--- config.mk ---
export PLATFORM = sky130hd
export DESIGN_NAME = lfsr_prng
export DESIGN_NICKNAME = d
export VERILOG_FILES = /design/src/rtl/lfsr_prng.sv
export SDC_FILE = /design/constraint.sdc
export NUM_CORES = 1
export LEC_CHECK = 0
export CORE_MARGIN = 8
export CORE_UTILIZATION = 50
export DETAILED_ROUTE_END_ITERATION = 10
export GPL_ROUTABILITY_DRIVEN = 0
export GPL_TIMING_DRIVEN = 0
export PLACE_DENSITY = 0.73
export SYNTH_ARGS = -nofsm -noshare
export SYNTH_HDL_FRONTEND = slang
export SYNTH_SLANG_ARGS = --single-unit
--- constraint.sdc ---
create_clock -name clk -period 10.9 [get_ports clk]
set_input_delay 1.09 -clock clk [delete_from_list [all_inputs] [get_ports clk]]
set_output_delay 1.09 -clock clk [all_outputs]
set_load 0.005 [all_outputs]
--- src/rtl/lfsr_prng.sv ---
// lfsr_prng: parametrised right-shifting Fibonacci LFSR with a single-clock
// step-enable divider, run/hold control, runtime seed load with all-zero
// lock-up protection and a per-step strobe.
// Optional feature macro: LFSR_PERIOD_CHECK_EN (period-wrap detection).
module lfsr_prng #(
  parameter int unsigned       WIDTH = 5,
  parameter logic [WIDTH-1:0]  TAPS  = 5'b00101,
  parameter logic [WIDTH-1:0]  SEED  = 5'b01000,
  parameter int unsigned       DIV_W = 32
) (
  input  logic             clk,
  input  logic             rst,
  input  logic             run,
  input  logic [DIV_W-1:0] div_count,
  input  logic             load,
  input  logic [WIDTH-1:0] load_value,
  output logic [WIDTH-1:0] lfsr_out,
  output logic             step,
  output logic             lockup,
  output logic             wrapped
);

  logic [WIDTH-1:0] state_q, state_d;
  logic [DIV_W-1:0] cnt_q, cnt_d;
  logic             step_q, step_d;
  logic             lockup_q, lockup_d;

  logic [DIV_W-1:0] limit;
  logic             due;
  logic             advance;
  logic             feedback;
  logic [WIDTH-1:0] next_state;

  // Divider limit and LFSR next-state; div_count is compared live every cycle.
  always_comb begin
    limit      = (div_count == '0) ? '0 : (div_count - DIV_W'(1));
    due        = (cnt_q >= limit);
    advance    = run && !load && due;
    feedback   = ^(state_q & TAPS);
    next_state = {feedback, state_q[WIDTH-1:1]};
  end

  // Next-state selection: load beats a due advance; run=0 freezes everything.
  always_comb begin
    state_d  = state_q;
    cnt_d    = cnt_q;
    step_d   = 1'b0;
    lockup_d = 1'b0;
    if (load) begin
      cnt_d = '0;
      if (load_value == '0) begin
        state_d  = SEED;
        lockup_d = 1'b1;
      end else begin
        state_d = load_value;
      end
    end else if (run) begin
      if (due) begin
        state_d = next_state;
        cnt_d   = '0;
        step_d  = 1'b1;
      end else begin
        cnt_d = cnt_q + DIV_W'(1);
      end
    end
  end

  // Core registers with synchronous active-low reset.
  always_ff @(posedge clk) begin
    if (!rst) begin
      state_q  <= SEED;
      cnt_q    <= '0;
      step_q   <= 1'b0;
      lockup_q <= 1'b0;
    end else begin
      state_q  <= state_d;
      cnt_q    <= cnt_d;
      step_q   <= step_d;
      lockup_q <= lockup_d;
    end
  end

  assign lfsr_out = state_q;
  assign step     = step_q;
  assign lockup   = lockup_q;

`ifdef LFSR_PERIOD_CHECK_EN
  logic [WIDTH-1:0] ref_q, ref_d;
  logic [WIDTH-1:0] stepcnt_q, stepcnt_d;
  logic             wrapped_q, wrapped_d;

  // Wrap reference follows the value actually written by reset or load.
  always_comb begin
    ref_d     = ref_q;
    stepcnt_d = stepcnt_q;
    wrapped_d = 1'b0;
    if (load) begin
      ref_d     = state_d;
      stepcnt_d = '0;
    end else if (advance) begin
      if (next_state == ref_q) begin
        wrapped_d = 1'b1;
        stepcnt_d = '0;
      end else begin
        stepcnt_d = stepcnt_q + WIDTH'(1);
      end
    end
  end

  // Period-check registers with synchronous active-low reset.
  always_ff @(posedge clk) begin
    if (!rst) begin
      ref_q     <= SEED;
      stepcnt_q <= '0;
      wrapped_q <= 1'b0;
    end else begin
      ref_q     <= ref_d;
      stepcnt_q <= stepcnt_d;
      wrapped_q <= wrapped_d;
    end
  end

  assign wrapped = wrapped_q;
`else
  assign wrapped = 1'b0;
`endif

endmodule

layer_met3.png
Scale: 4 px per µm.
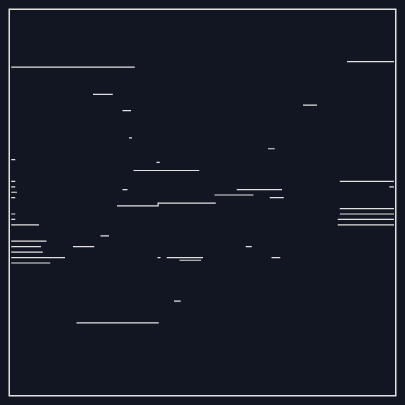
main direction: horizontal
share of all routed wire: 3.7%
wire length on this layer: 290 µm

wires.png
Scale: 3 px per µm.
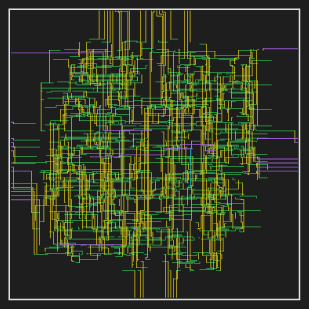
| color | layer | wire length |
|---|---|---|
| purple | metal 3 | 290 µm |
| green | metal 1 | 3670 µm |
| yellow | metal 2 | 3930 µm |
| cyan | metal 4 | 53.7 µm |

==> out/qor.yml <==
status: "completed"
area_leaders: "dfxtp_1 (24%), ha_1 (14%), xnor2_1 (8.4%)"
tightest_slew_ns: 0.9183
maxSlewHeadroom_pct: 37.19
fmax_mhz: 174.8
ys_area_um2: 3218
power.total_uw: 296.1
path_delay_family: "simple AND/OR/NAND/NOR gates"
synth-main-ff-cell: "dfxtp_1"
top_area_share_pct: 24.26
crit_fanout: 10
p_seq_share_pct: 49.0
swShare_pct: 25.52
path_cells: "clkdlybuf4s50_1, nor4_1, nand3_1, nor3_2, nor4b_2, xor2_1, nand2_1, ha_1, nand4_1, nor4_1, o311ai_2, nand3_1, buf_2, buf_2, nor2_1"
dieHeight_um: 96.23
rsz0062_at_grt: "false"
cp.buffers_inverters: 3
clockBufferDepth: 2
viasPerCell: 5.513
peakVddDrop_mv: 0.06943
hold_slack_ns: 0.5068
taps: 77
hold_path_class: "flop to flop"
edf_count: 0
cp.depth: 15
start_kind: "input port"
cp_slowest_cell: "nor4_1"
io_pins: 49
final.clkbuf_count: 6
syn_avg_cell_area_um2: 7.717
min_delay_path_depth: 2
arrival_ns: 5.90
logic_area_um2: 2337
gr-total-overflow: 0
synth_cells: 417
intPower_uw: 220.5
leakagePower_uw: 0.001522
nonClkBufAreaFrac_pct: 13.67
numSynthFlops: 39
grt_start_max_net_pins: 12
power.density_nw_per_um2: 76.47
register_area_um2: 780.7
area_delta_synth_final_pct: 20.33
cts_setup_buffers: 0
clk_share_pct: 2.262
die_w_um: 96.23
logic_types.png
Scale: 3 px per µm.
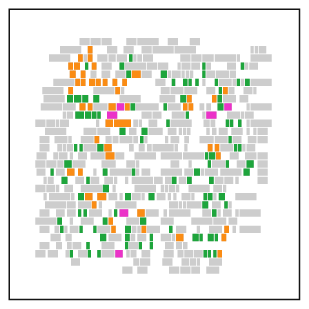
| color | family | cells | most used |
|---|---|---|---|
| orange | inverting AOI/OAI gates | 48 | a21oi_1 |
| magenta | AND-OR and OR-AND gates | 6 | a21o_1 |
| green | NAND gates | 97 | nand2_1 |
fin cells: 548
most frequent logic cell in the layout: nor2_1
logic share of the area: 60.36%

clocks.png
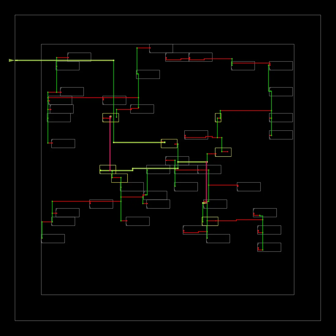
clock-net power: 101 µW
Setup Skew: 0.005562 ns
Sink Count: 39
Flops: 39
Inserted Clock Buffers: 5

[cell usage after synthesis, types with 6 or more instances]
cell type,count
nor2_1,61
nand2_1,52
dfxtp_1,39
ha_1,35
xnor2_1,31
xor2_1,27
a21oi_1,18
nand4_1,17
nand3_1,16
o21ai_0,13
nor3_1,12
inv_1,11
nand2b_1,7
nor4_1,7
and4_1,6
[flip-flops by register name, summed over array words and instances (netlist names)]
name,flops
cnt_q,32
lfsr_out,5
lockup,1
step,1
[final timing paths]
kind	start	endpoint	slack (ns)
worst max-delay path	div_count[9]	cnt_q[21]	5.18
worst max register to register	cnt_q[9]	cnt_q[21]	8.03
worst min register to register	lfsr_out[3]	lfsr_out[2]	0.51
worst min-delay path	lfsr_out[3]	lfsr_out[2]	0.51
[layout by cell type, fill, tap and decap left out, types with 6 or more instances in the layout]
master / n
nand2b_1: 7
nand4_1: 17
a21oi_1: 18
xor2_1: 27
clkbuf_8: 6
nand3_1: 16
dfxtp_1: 39
clkdlybuf4s50_1: 47
nor3_1: 12
inv_1: 11
nor2_1: 61
xnor2_1: 31
o21ai_0: 13
nor4_1: 7
and4_1: 6
ha_1: 35
nand2_1: 52
[cell families after synthesis]
logic type | synth area share (%)
AND-OR/OR-AND | 10.46
XOR/XNOR | 15.79
adder cells (fa/ha/maj) | 13.61
buffers and inverters | 3.110
flip-flops | 24.26
other | 0.1165
AND/OR/NAND/NOR | 32.66
[power by group through the flow]
stage                     combinational, µW  sequential [µW]  clock [µW]
final                                  50.0              145         101
after global routing                   55.5              145         109
after CTS                              50.1              145         103
after detailed placement               49.8              149           0
after global placement                 49.0              148           0
after floorplan                        22.7              148           0
[metal layers]
metal	share of wire (%)	track usage (%)	routed length, µm
met5	0	0	0
met3	3.7	3.978	290
met4	0.67	4.994	53
met2	49	31.38	3929
met1	46	21.87	3671
Power and IR drop assume default switching activity.
